==> config.mk <==
export PLATFORM = sky130hd
export DESIGN_NAME = bin27_to_dec8
export DESIGN_NICKNAME = d
export VERILOG_FILES = /design/src/rtl/bin27_to_dec8_pkg.sv /design/src/rtl/bcd_dig_adj.sv /design/src/rtl/bin27_to_dec8.sv
export SDC_FILE = /design/constraint.sdc
export NUM_CORES = 1
export LEC_CHECK = 0
export ABC_AREA = 1
export CORE_ASPECT_RATIO = 0.9
export CORE_UTILIZATION = 34
export CTS_CLUSTER_SIZE = 10
export DETAILED_ROUTE_END_ITERATION = 16
export SLEW_MARGIN = 20
export SYNTH_ARGS = -nofsm -noshare
export SYNTH_HDL_FRONTEND = slang
export SYNTH_HIERARCHICAL = 1
export SYNTH_SLANG_ARGS = --single-unit
==> constraint.sdc <==
create_clock -name clk -period 1.3 [get_ports clk]
set_input_delay 0.13 -clock clk [delete_from_list [all_inputs] [get_ports clk]]
set_output_delay 0.13 -clock clk [all_outputs]
set_load 0.01 [all_outputs]
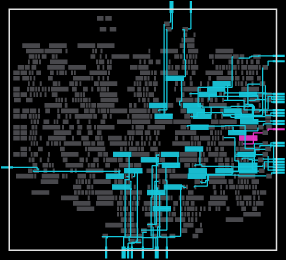
Figure 1: run 1, port wiring.
Scale: 2 px per µm.
DEC -> cyan  # bits 32, direction output, edge 19 east, 9 south, 3 north, 1 west, end cells 32, buffers 32, wire 1440 µm
ovf -> magenta  # bits 1, direction output, edge east, end cells 1, buffers 1, wire 21.2 µm
# IOs: 65
count of buffers from port buffering: 64

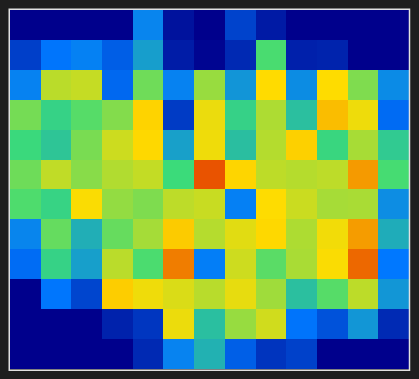
Figure 2: run 1, cell density map.
Scale: 3 px per µm. The die is cut into 13 by 12 equal tiles; dark blue is low, red is high, 0 to 100% covered.
emptiest ninth of the die = south-west
mean over tiles = 42%
nearly empty tiles = 15%
fullest tile = 91%
tiles over 75% full = 9.0%
placeable core region: 14900 µm²
utilization after layout: 0.468
initial standard-cell utilization of the core: 0.353

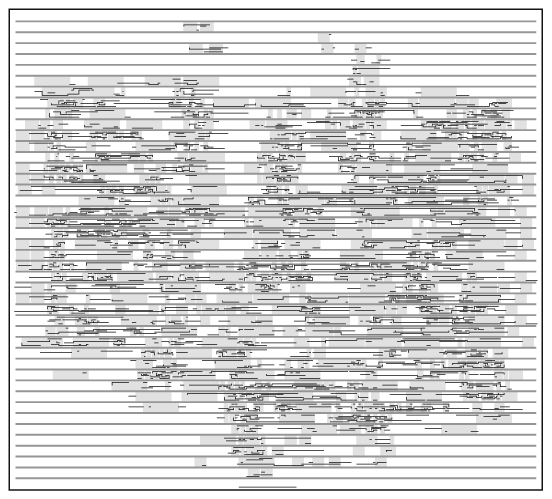
Figure 3: run 1, the metal 1 layer.
Scale: 4 px per µm. Supply wires on this layer in grey. Cells faint in the background.
nets with wire on the layer = 708
main direction = horizontal
met1 track utilization from global routing: 0.216
total detailed-routing wirelength: 12700 µm
vias after detailed routing: 4493

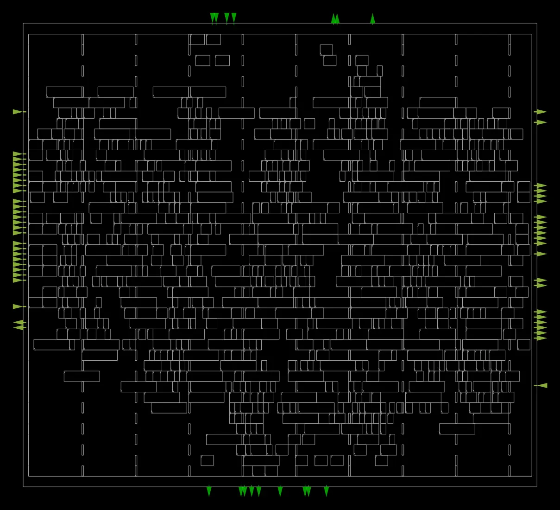
Figure 4: run 1, placement view.
sequential cell count: 101
standard-cell row count: 42
n_taps: 198
number of filler instances in the final layout: 1439

==> job_summary.md, run 1 <==
### Metrics collected by this job

| Metric | Value |
|---|---|
| Run status | finished with violations |
| Failing checks | negative setup slack |
| Worst-path cell chain | buf_4, nor3_4, inv_4, nor2_8, buf_12, a21oi_1 |
| Detailed-placement wirelength estimate | ~9200 µm |
| Area Overhead vs Synth | 32.6% |
| Final Slew Violations | 0 |
| Area post-placement | 6450 µm² |
| Share of the cycle needed by the critical path after routing | 1.00 |
| Worst hold-check path type | in -> async |
| Worst hold slack | between 200 and 250 ps |
| Minimum setup slack after placement | -341 ps |
| Worst slew slack as a fraction of its limit | 0.791 |
| Clock Power Share | 0.399 |
| Number of levels the H-tree was split into | 3 |
| Antenna viol nets, final | 0 |
| Grt ovf | 0 |
| Total iterations of the first detailed-routing run | 4 |
| FF-to-FF setup slack | -0.3 ps |
| Routed wire length per instance | roughly 13 µm |
| Dpl cells | between 900 and 1000 |
| Switching power share of the total | 0.245 |
| Antenna cells | 0 |
| Proportion of power drawn by flip-flops and latches | 0.499 |
| Cell Count, Final, Fillers Out | about 950 |
| Final clock skew | between 5 and 6 ps |
| GPL Wtd Cong | roughly 0.8 |
| Highest-count logic cell in the final layout | nand2_1 |
| Iter 0 DRT Violations | between 200 and 250 |
| Worst endpoint data arrival time | between 1500 and 2000 ps |
| Power density over the cells | 974 nW/µm² |
| Post-Syn Instances | between 600 and 700 |
| Total power of the final layout | 6770 µW |
| Classification of the worst setup path | reg -> reg |
| Total Neg Setup Slack | -0.289 ps |
| Clock transition at the registers of the reported paths | around 70 ps |
| Total internal power | between 5000 and 6000 µW |
| Floorplan Nets | ~700 |
| Worst Setup End Kind | register |
| Number of OpenROAD warnings | 37 |
| Fraction of final layout cells with drive strength greater than 1 | 0.237 |
| Crit path time final | between 1000 and 1500 ps |
| Worst R2R Path Depth | 6 |
| Vias in the first global route | roughly 4400 |
| Maximum number of pins on one net before global-route repair | roughly 46 |
| Critical path required time | between 1500 and 2000 ps |
| Floorplan die height | 120 µm |
| DIE WIDTH | roughly 130 µm |
| Static leakage | 0.00311 µW |
| Delay of the slowest critical-path stage | between 300 and 400 ps |
| Warnings from Yosys | 6 |
| Portion of total power attributed to combinational logic | 0.102 |
| CTS tree | built |
| Worst-case vdd ir drop | 0.000641 V |
| Cts bufs inserted | 9 |
| Aggregate global-route resource usage | 0.168 |
| Slew at the pin with the worst max-slew slack | between 300 and 400 ps |
| Worst skew pair latency | roughly 350 ps |
| Antenna violations before repair | 0 |
| Total number of cells along the worst setup path | 6 |
| Count of hold buffers inserted by post-cts repair | 1 |
| Startpoint kind of the worst setup timing path | register |
| Minimum setup slack in the final design | -0.289 ps |
| Setup repair after global routing missed its margin | yes |
| Vias per cell | about 4.7 |
| Most common logic cells in the final layout | 157 x nand2_1, 100 x dfrtp_1, 75 x inv_1 |
| Crit path buf inv count | 3 |
| Switching power summed over all nets | ~1700 µW |
| CP top delay family | flip-flops |
| Maximum fanout count along the critical path | 13 |
| Post-layout instance area | 6950 µm² |
| Clock root buffer | clkbuf_16 |
| Final-stage net count | roughly 800 |
| CTS resizes | 52 |
| Cell area after synthesis | between 5000 and 6000 µm² |
| Mean post-synth cell area | between 8 and 9 µm² |
| Post-CTS setup buffer count | 3 |
| Fmax achieved | approximately 770 MHz |
| Count of clock tree sinks | 101 |
| Longest Clk Path Bufs | 2 |
| Die outline area | 15900 µm² |
| Final hold violations | 0 |
| Drt drc | 0 |
| Final Setup Violations | 1 |
| Number of max-cap violations | 0 |
| Wire length of the first global-routing pass | around 21000 µm |
| Worst-path cell with the longest stage delay | dfrtp_1 |
[run 1: cell type report]
type | instances | area, µm² | share of cell area
flip-flops and latches | 101 | 2530 | 0.364
clock buffers | 9 | 225 | 0.0324
multi-input cells | 418 | 2370 | 0.341
well taps | 198 | 248 | 0.0356
repair buffers | 121 | 1120 | 0.161
clock inverters | 7 | 75.1 | 0.0108
inverters | 98 | 385 | 0.0554
[run 1: routing by layer]
metal	track usage	vias to the layer above	routed length [µm]
met4	0.0618	0	233
met5	0	-	0
met2	0.278	89	6070
met1	0.216	2148	5980
li1	-	2235	-
met3	0.0338	21	450
[run 1: power groups by stage]
stage	registers (µW)	clock network, µW	logic [µW]
after floorplan	3440	0	284
after detailed placement	3450	0	717
after global placement	3440	0	700
final	3380	2700	688
after global routing	3400	2870	770
after CTS	3380	2760	688
==> inputs of run 2 (changes only) <==
--- a/config.mk
+++ b/config.mk
@@ -6,10 +6,12 @@
 export NUM_CORES = 1
 export LEC_CHECK = 0
 export ABC_AREA = 1
+export CAP_MARGIN = 20
 export CORE_ASPECT_RATIO = 0.9
 export CORE_UTILIZATION = 34
 export CTS_CLUSTER_SIZE = 10
 export DETAILED_ROUTE_END_ITERATION = 16
+export DONT_BUFFER_PORTS = 1
 export SLEW_MARGIN = 20
 export SYNTH_ARGS = -nofsm -noshare
 export SYNTH_HDL_FRONTEND = slang
==> run 2 against run 1 <==
  * The run ends with negative hold slack, negative setup slack left
  * Combinational power shrank 25%
  * Flip-flop count is the same
  * Synthesized cell count is the same
==> job_summary.md, run 2 <==
### Metrics collected by this job

| Metric | Value |
|---|---|
| Floorplan die height | 120 µm (unchanged) |
| Switching power summed over all nets | 1630 µW (-2.2%) |
| Initial standard-cell utilization of the core | 0.353 (unchanged) |
| Static leakage | 0.00287 µW (-7.7%) |
| Placeable core region | 14900 µm² (unchanged) |
| Worst hold-check path type | in -> async |
| Switching power share of the total | 0.251 (+0.00585) |
| Slew at the pin with the worst max-slew slack | 702 ps (+393 ps) |
| Routed wire length per instance | 14.9 µm (+11%) |
| Aggregate global-route resource usage | 0.167 (-0.000557) |
| Run status | finished with violations |
| Number of filler instances in the final layout | 1390 (-3.4%) |
| Longest Clk Path Bufs | 2 (unchanged) |
| Worst skew pair latency | 350 ps (about the same) |
| Detailed-placement wirelength estimate | 8340 µm (-9.3%) |
| Final clock skew | 8.24 ps (+2.58 ps) |
| Worst hold slack | -535 ps (-755 ps) |
| Mean post-synth cell area | 8.26 µm² (unchanged) |
| Worst Setup End Kind | register |
| Minimum setup slack in the final design | -17.0 ps (-16.8 ps) |
| Total iterations of the first detailed-routing run | 5 (+1) |
| Clock transition at the registers of the reported paths | 70 ps (about the same) |
| Clock Power Share | 0.393 (-0.006) |
| Crit path time final | 1320 ps (+16.8 ps) |
| Antenna violations before repair | 0 (unchanged) |
| Area post-placement | 5650 µm² (-12%) |
| Cell area after synthesis | 5240 µm² (unchanged) |
| Vias per cell | 4.89 (+3.5%) |
| Critical path required time | 1540 ps (about the same) |
| CTS tree | built |
| Grt ovf | 0 (unchanged) |
| Fmax achieved | 759 MHz (-1.3%) |
| Standard-cell row count | 42 (unchanged) |
| Logic power comb | 514 µW (-25%) |
| Worst slew slack as a fraction of its limit | 0.531 (-0.261) |
| CTS resizes | 13 (-75%) |
| Antenna cells | 0 (unchanged) |
| Dpl cells | 843 (-8.9%) |
| GPL Wtd Cong | 0.814 (+1.4%) |
| Antenna viol nets, final | 0 (unchanged) |
| Failing checks | negative hold slack, negative setup slack |
| Highest-count logic cell in the final layout | nand2_1 |
| Startpoint kind of the worst setup timing path | register |
| Total Neg Setup Slack | -36.9 ps (-36.6 ps) |
| Post-CTS setup buffer count | 3 (unchanged) |
| Fraction of final layout cells with drive strength greater than 1 | 0.257 (+0.0197) |
| Seq pwr | 3410 µW (about the same) |
| Floorplan Nets | 683 (unchanged) |
| Area Overhead vs Synth | 26.9% |
| Final Slew Violations | 0 (unchanged) |
| Number of levels the H-tree was split into | 3 (unchanged) |
| Final hold violations | 101 (+101) |
| Setup repair after global routing missed its margin | yes |
| Classification of the worst setup path | reg -> reg |
| Count of buffers from port buffering | 0 (-100%) |
| Final Setup Violations | 3 (+2) |
| Total power of the final layout | 6470 µW (-4.4%) |
| Portion of total power attributed to combinational logic | 0.079 (-0.023) |
| Maximum fanout count along the critical path | 4 (-9) |
| Cts bufs inserted | 9 (unchanged) |
| Clock network power | 2540 µW (-6%) |
| Count of hold buffers inserted by post-cts repair | 29 (+28) |
| Vias in the first global route | 4458 (+0.68%) |
| Maximum number of pins on one net before global-route repair | 102 (+120%) |
| FF-to-FF setup slack | -20 ps (-20 ps) |
| Total internal power | 4850 µW (-5.2%) |
| Number of max-cap violations | 0 (unchanged) |
| Warnings from Yosys | 6 (unchanged) |
## run 2: final cells by class
cell class	instances	area, µm²	area share
inverter	98	398	0.0598
sequential	101	2530	0.380
clock buffer	11	233	0.0350
multi-input combinational	418	2470	0.371
timing repair buffer	71	739	0.111
clock inverter	5	36.3	0.00546
tap	198	248	0.0372
## run 2: metal layers
metal  vias up  GRT usage  wire, µm
met3        25     0.0448       746
met5         -          0         0
met1      2115      0.208      6050
met4         0     0.0582       243
li1       2138          -         -
met2       130      0.278      6370
## run 2: worst max-delay path: stages, from the launching register on
cell and delay (ps):
dfrtp_1 430, ha_2 220, nand2_2 90, nand2_4 60, nor2_4 170, buf_6 120
a21oi_2 30, nand2_1 50, o21ai_1 50
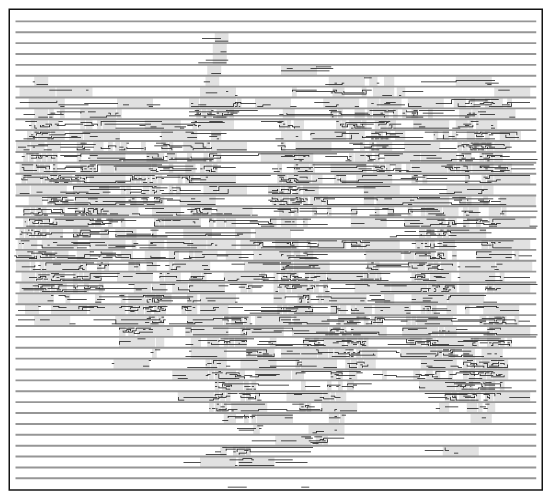
Figure 5: run 2, the metal 1 layer.
Scale: 4 px per µm. Supply wires on this layer in grey. Cells faint in the background.
longest straight run = 71.3 µm
share of all routed wire = 45%
nets with wire on the layer = 688
vias after detailed routing: 4408
total detailed-routing wirelength: 13400 µm
met1 track utilization from global routing: 0.208

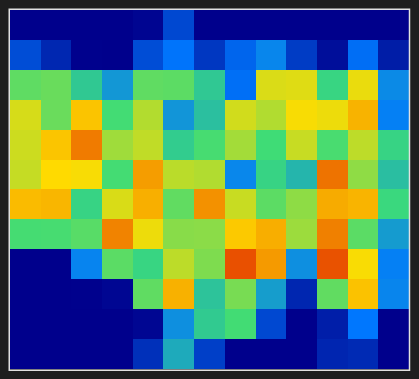
Figure 6: run 2, cell density map.
Scale: 3 px per µm. The die is cut into 13 by 12 equal tiles; dark blue is low, red is high, 0 to 100% covered.
densest ninth of the die = west
nearly empty tiles = 22%
mean over tiles = 40%
utilization after layout: 0.447

Power and IR drop assume default switching activity.
